==> config.mk <==
export PLATFORM = sky130hd
export DESIGN_NAME = reg_dump_reader
export DESIGN_NICKNAME = d
export VERILOG_FILES = /design/src/rtl/reg_dump_reader.sv
export SDC_FILE = /design/constraint.sdc
export NUM_CORES = 1
export LEC_CHECK = 0
export CAP_MARGIN = 25
export CORE_MARGIN = 8
export CORE_UTILIZATION = 42
export CTS_BUF_LIST = sky130_fd_sc_hd__clkbuf_16
export CTS_CLUSTER_SIZE = 8
export DETAILED_ROUTE_END_ITERATION = 10
export MAX_ROUTING_LAYER = met4
export PLACE_DENSITY = 0.79
export SLEW_MARGIN = 40
export SYNTH_ARGS = -nofsm -noshare
export SYNTH_HDL_FRONTEND = slang
export SYNTH_SLANG_ARGS = --single-unit
==> constraint.sdc <==
create_clock -name clk -period 2.1 [get_ports clk]
set_input_delay 0.42 -clock clk [delete_from_list [all_inputs] [get_ports clk]]
set_output_delay 0.42 -clock clk [all_outputs]
set_load 0.01 [all_outputs]
Figure 1. M1 wires.
Scale bar: 20 um.
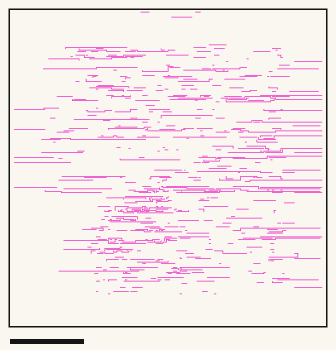
nets with wire on the layer: 244
main direction: horizontal
share of all routed wire: 43%
total detailed-routing wirelength: 4870 um
met1 Track Usage GR: 15.2%

Figure 2. Clock routing.
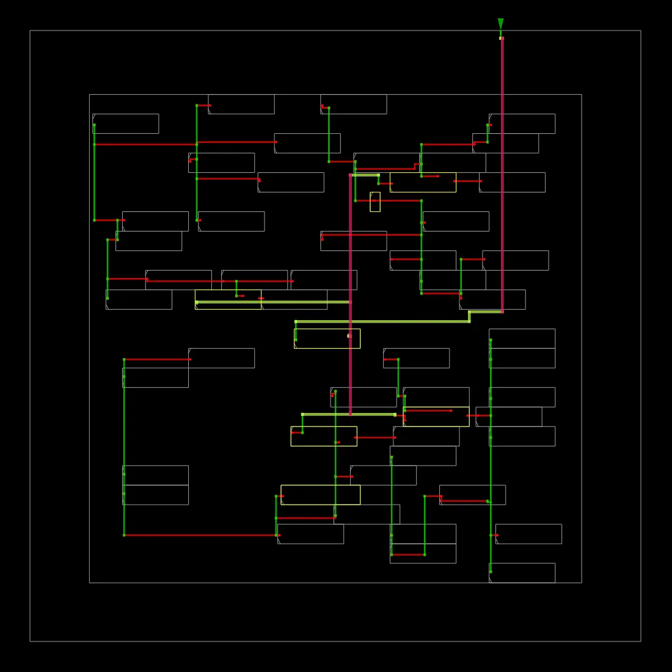
tally of clock buffers in the finished layout: 5
Flop Count: 47
final clock skew: 0.00380 ns
clock latency on the worst-skew pair: 0.28 ns

Figure 3. Ports around the boundary.
Scale bar: 20 um. Pins as bars across the die edge, other pins in gray.
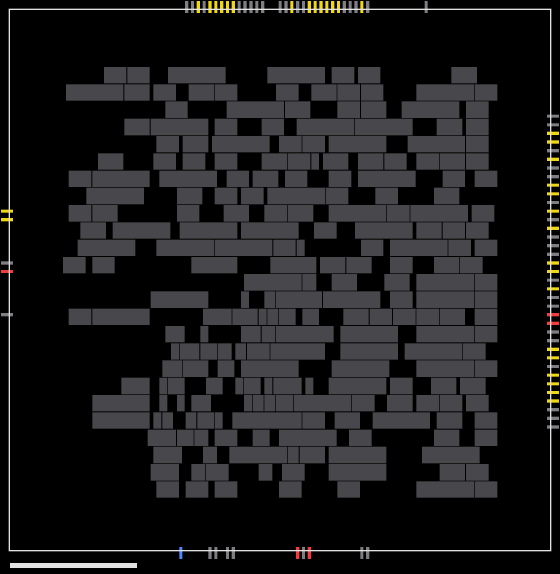
legend:
  yellow:
    port: rd_data
    pins: 32
    direction: input
    edge: 16 right, 14 top, 2 left
  blue:
    port: busy
    pins: 1
    direction: output
    edge: bottom
  red:
    port: rd_addr
    pins: 5
    direction: output
    edge: 2 bottom, 2 right, 1 left
all pins by edge: 37 right, 31 top, 10 bottom, 5 left
width of the chip: 85.1 um
number of port buffers: 82
die boundary height: 85.1 um

Figure 4. Layout detail.
Scale bar: 20 um. Region (18, 35) to (68, 85) um. Cells in gray, sequential cells in the stronger gray; small squares are vias.
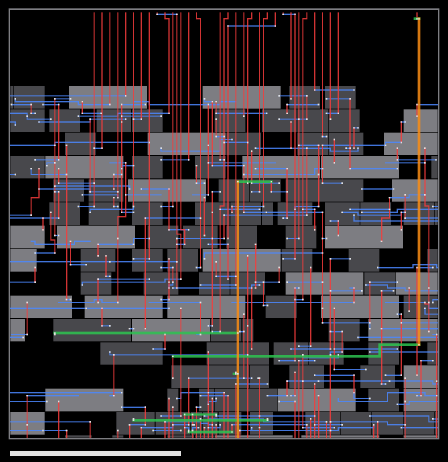
legend:
  green:
    layer: met3
  red:
    layer: met2
  blue:
    layer: met1
  orange:
    layer: met4
sequential cells in the window: 22
cells with their middle in the window: 98
most frequent: clkdlybuf4s50_1 (39), dfrtp_1 (22), mux2_2 (21)

==> run summary <==
State of the implementation.

- The run finished with clean final reports.
- By instance count after routing, the leading logic cell type is sky130_fd_sc_hd__clkdlybuf4s50_1.
- The total number of nets in the final design is 275, for reference.
- The dominant synthesized flop cell is sky130_fd_sc_hd__dfrtp_1, for reference.
- Walking the critical path from launch to capture passes 3 cell instances.
- Counting endpoints that fail hold in the final report gives 0.
- In this run the tightest slew margin relative to its limit is 77.2%.
- The pre-antenna-repair detailed-routing pass consisted of 4 iterations.
- The top cell types in the final layout, fill and taps aside, are sky130_fd_sc_hd__clkdlybuf4s50_1 (82), sky130_fd_sc_hd__dfrtp_1 (47), sky130_fd_sc_hd__mux2_2 (38).
- Dividing the detail-routed wire length by the instance count gives 17.0 um.
- The part of the total power dissipated in the clock network is 20.3%, for reference.
- In this build the clock could be raised as far as 0.513 GHz.
- The total internal power is 2.96 mW, for reference.
- The setup check on the worst reg-to-reg path leaves a slack of 0.40 ns.
- The power dissipated in the clock network is 0.851 mW, for reference.
- The number of storage elements in the synthesis netlist is 47, for reference.
- Traced cell by cell, the critical path runs through inv_1, ha_1, clkdlybuf4s50_1.
- The XOR/XNOR share of the synthesized area is 0%, for reference.
- Of the cells placed in the final design, the portion with a size suffix greater than 1 is 23.7%.
- The number of clock sinks came to 47.
- The number of setup buffers added after CTS is 0, for reference.
- The smallest setup slack after layout is 0.152 ns, for reference.
- The global routing's busiest layer is met2, for reference.
- The pre-CTS setup slack is 0.122 ns, for reference.
- The final report lists a non-filler cell total of 286.
- Summed over all combinational cells, the power is 1.90 mW.
- The detailed router put a total of 2080 um of wire on met1.
- The die area is 7240 um2, for reference.
- Post-synthesis, Yosys gives the total cell area as 2000 um2.
- The number of flip-flops in the largest register is 32, for reference.
- The longest incremental delay of any stage on the critical path is reported as 0.52 ns.
- The met2 wirelength from detailed routing is 2460 um, for reference.
- The arrival time at the worst endpoint is 1.53 ns, for reference.
- The total sequential power is 1.43 mW, for reference.
- CTS placed an instance of sky130_fd_sc_hd__clkbuf_16 at the clock tree root.
- The final core area utilization is 66.6%, for reference.
- The cell area after placement is 2950 um2, for reference.
- In this run the deepest clock path goes through 2 buffers.
- The total grt overflow is 0, for reference.
- The worst setup path is of the register to primary output kind.
- Global routing used 24.3% of the available met2 tracks.
- The compound-cell area share of the yosys netlist is 5.37%, for reference.
- STA classifies the critical path startpoint as a register.
- Summing the areas of all fa, ha and maj instances in the mapped netlist gives 3.75% of the synthesized area.
- The number of antenna violations at the first check in global routing was 0.
- The global routing report lists combined usage of all routing layers as 14.1%.
- The maximum VDD drop is 675 uV, for reference.
- The minimum period implied by the final worst setup slack is 1.95 ns, for reference.
- The leakage component of the power was reported as 1.38 nW.
- The group drawing the most power is combinational logic, for reference.
- The via density per instance is 5.02, for reference.
- In this run, the combinational gates consume 45.5% of the power.
- The worst-case reg-to-reg path depth is 6, for reference.
- Nets still carrying antenna violations after routing amount to 0.
- Sequential cells account for 34.2% of the total power.
- The number of different library cells used by synthesis comes to 30.
- The clock-pin slew of the registers on the worst-case setup and hold paths is 0.06 ns, for reference.
- The switching power is 1.23 mW, for reference.
- The script computed the net switching share of total power as 29.3%.
- For the pin with the worst max-slew slack, the measured transition is 0.343 ns.
- The area overhead of the layout relative to synthesis is 55.0%, for reference.
- In the synthesized netlist, the cells that appear most often are sky130_fd_sc_hd__dfrtp_1 (47), sky130_fd_sc_hd__mux2_2 (38), sky130_fd_sc_hd__inv_1 (8), sky130_fd_sc_hd__ha_1 (6).
- Summing the areas of all and, or, nand and nor instances in the mapped netlist gives 6.62% of the synthesized area.
- The yosys warning tally is 0, for reference.
- In the synthesized netlist, the number of instances is 142.
- In the post-synthesis netlist, the biggest area contributors are sky130_fd_sc_hd__dfrtp_1 (59%), sky130_fd_sc_hd__mux2_2 (21%), sky130_fd_sc_hd__ha_1 (3.7%).
- The via count of the first global-routing pass came to 1505.
- The placement row count is 25, for reference.
- The largest family of logic cells by area is multiplexers, for reference.
- In the Yosys report the total cell count is 142.
- The estimated wirelength of the detail-placed design is 3770 um, for reference.
- The fill cell instance count of the final layout is 345, for reference.
- The depth of the CTS H-tree is 2, for reference.
- Yosys mapped a number of flops with a built-in enable equal to 0.
- The cell with the largest stage delay on the worst path is sky130_fd_sc_hd__clkdlybuf4s50_1, for reference.
- Setup repair after global routing left no endpoint under its margin.
- Dividing total power by cell area gives a power density of 1350 nW/um2.
- The script parses the final routing iteration and logs DRC violations as 0.
- The share of cell area taken by muxes after synthesis is 21.9%, for reference.
- The overall power after layout is 4.18 mW, for reference.
- The post-cts hold buffer count is 0, for reference.
- In the synthesized netlist the async set-or-reset flop fraction comes to 100%.
- In the finished design, the share of the clock period the worst path needs comes to 92.7%.
- The post-route worst hold slack is 0.394 ns, for reference.
- The I/O pin count is 83, for reference.
- Counting every net in the synthesized netlist gives 185.
- In this run, CTS created clock tree buffers numbering 5.
- The total inserted antenna cells is 0, for reference.
- Of the post-synthesis cell area, the dominant cell type holds 58.7%.
- The sequential fraction of the synthesis area is 58.7%, for reference.
- Per the OpenROAD floorplan log, the area of the core is 4660 um2.
- Signal nets in the final route climb as high as met4.
- The largest net degree at the start of global routing is 37, for reference.
- The last timing report of the flow puts the setup violation total at 0.
- The wire length of the first global-routing pass is 7740 um, for reference.
- STA lists the maximum fanout along the critical path as 3.
- The timing report notes that buffer and inverter cells on the critical path total 2.
- The number of warnings the tools reported is 29, for reference.
- Per the run summary, max-cap violations total 0.
- The mean post-synth cell area is 14.1 um2, for reference.
- Before placement the cells fill 43.0% of the core.
- The number of instances resized during post-cts repair is 0, for reference.
- The cell family contributing the most delay on the critical path is buffers and inverters, for reference.
- The synthesized design spends more area on one cell type than any other, namely sky130_fd_sc_hd__dfrtp_1.
==> final cells by class <==
cell class / count / area (um2) / share of cell area [%]
Clock buffer: 5 / 125 / 4.03
Clock inverter: 2 / 33.8 / 1.09
Inverter: 8 / 30.0 / 0.967
Multi-Input combinational cell: 81 / 761 / 24.5
Sequential cell: 47 / 1180 / 37.9
Tap cell: 54 / 67.6 / 2.18
Timing Repair Buffer: 89 / 911 / 29.3
==> worst reg2reg max path, stage by stage, from the launching register on <==
cell                      delay (ns)
sky130_fd_sc_hd__dfrtp_1        0.45
sky130_fd_sc_hd__ha_1           0.26
sky130_fd_sc_hd__and3_2         0.22
sky130_fd_sc_hd__ha_1           0.26
sky130_fd_sc_hd__inv_1          0.03
sky130_fd_sc_hd__nor4_1         0.26
sky130_fd_sc_hd__a211o_1        0.14
Power figures rest on the tool's default switching activity, not on a simulated workload.
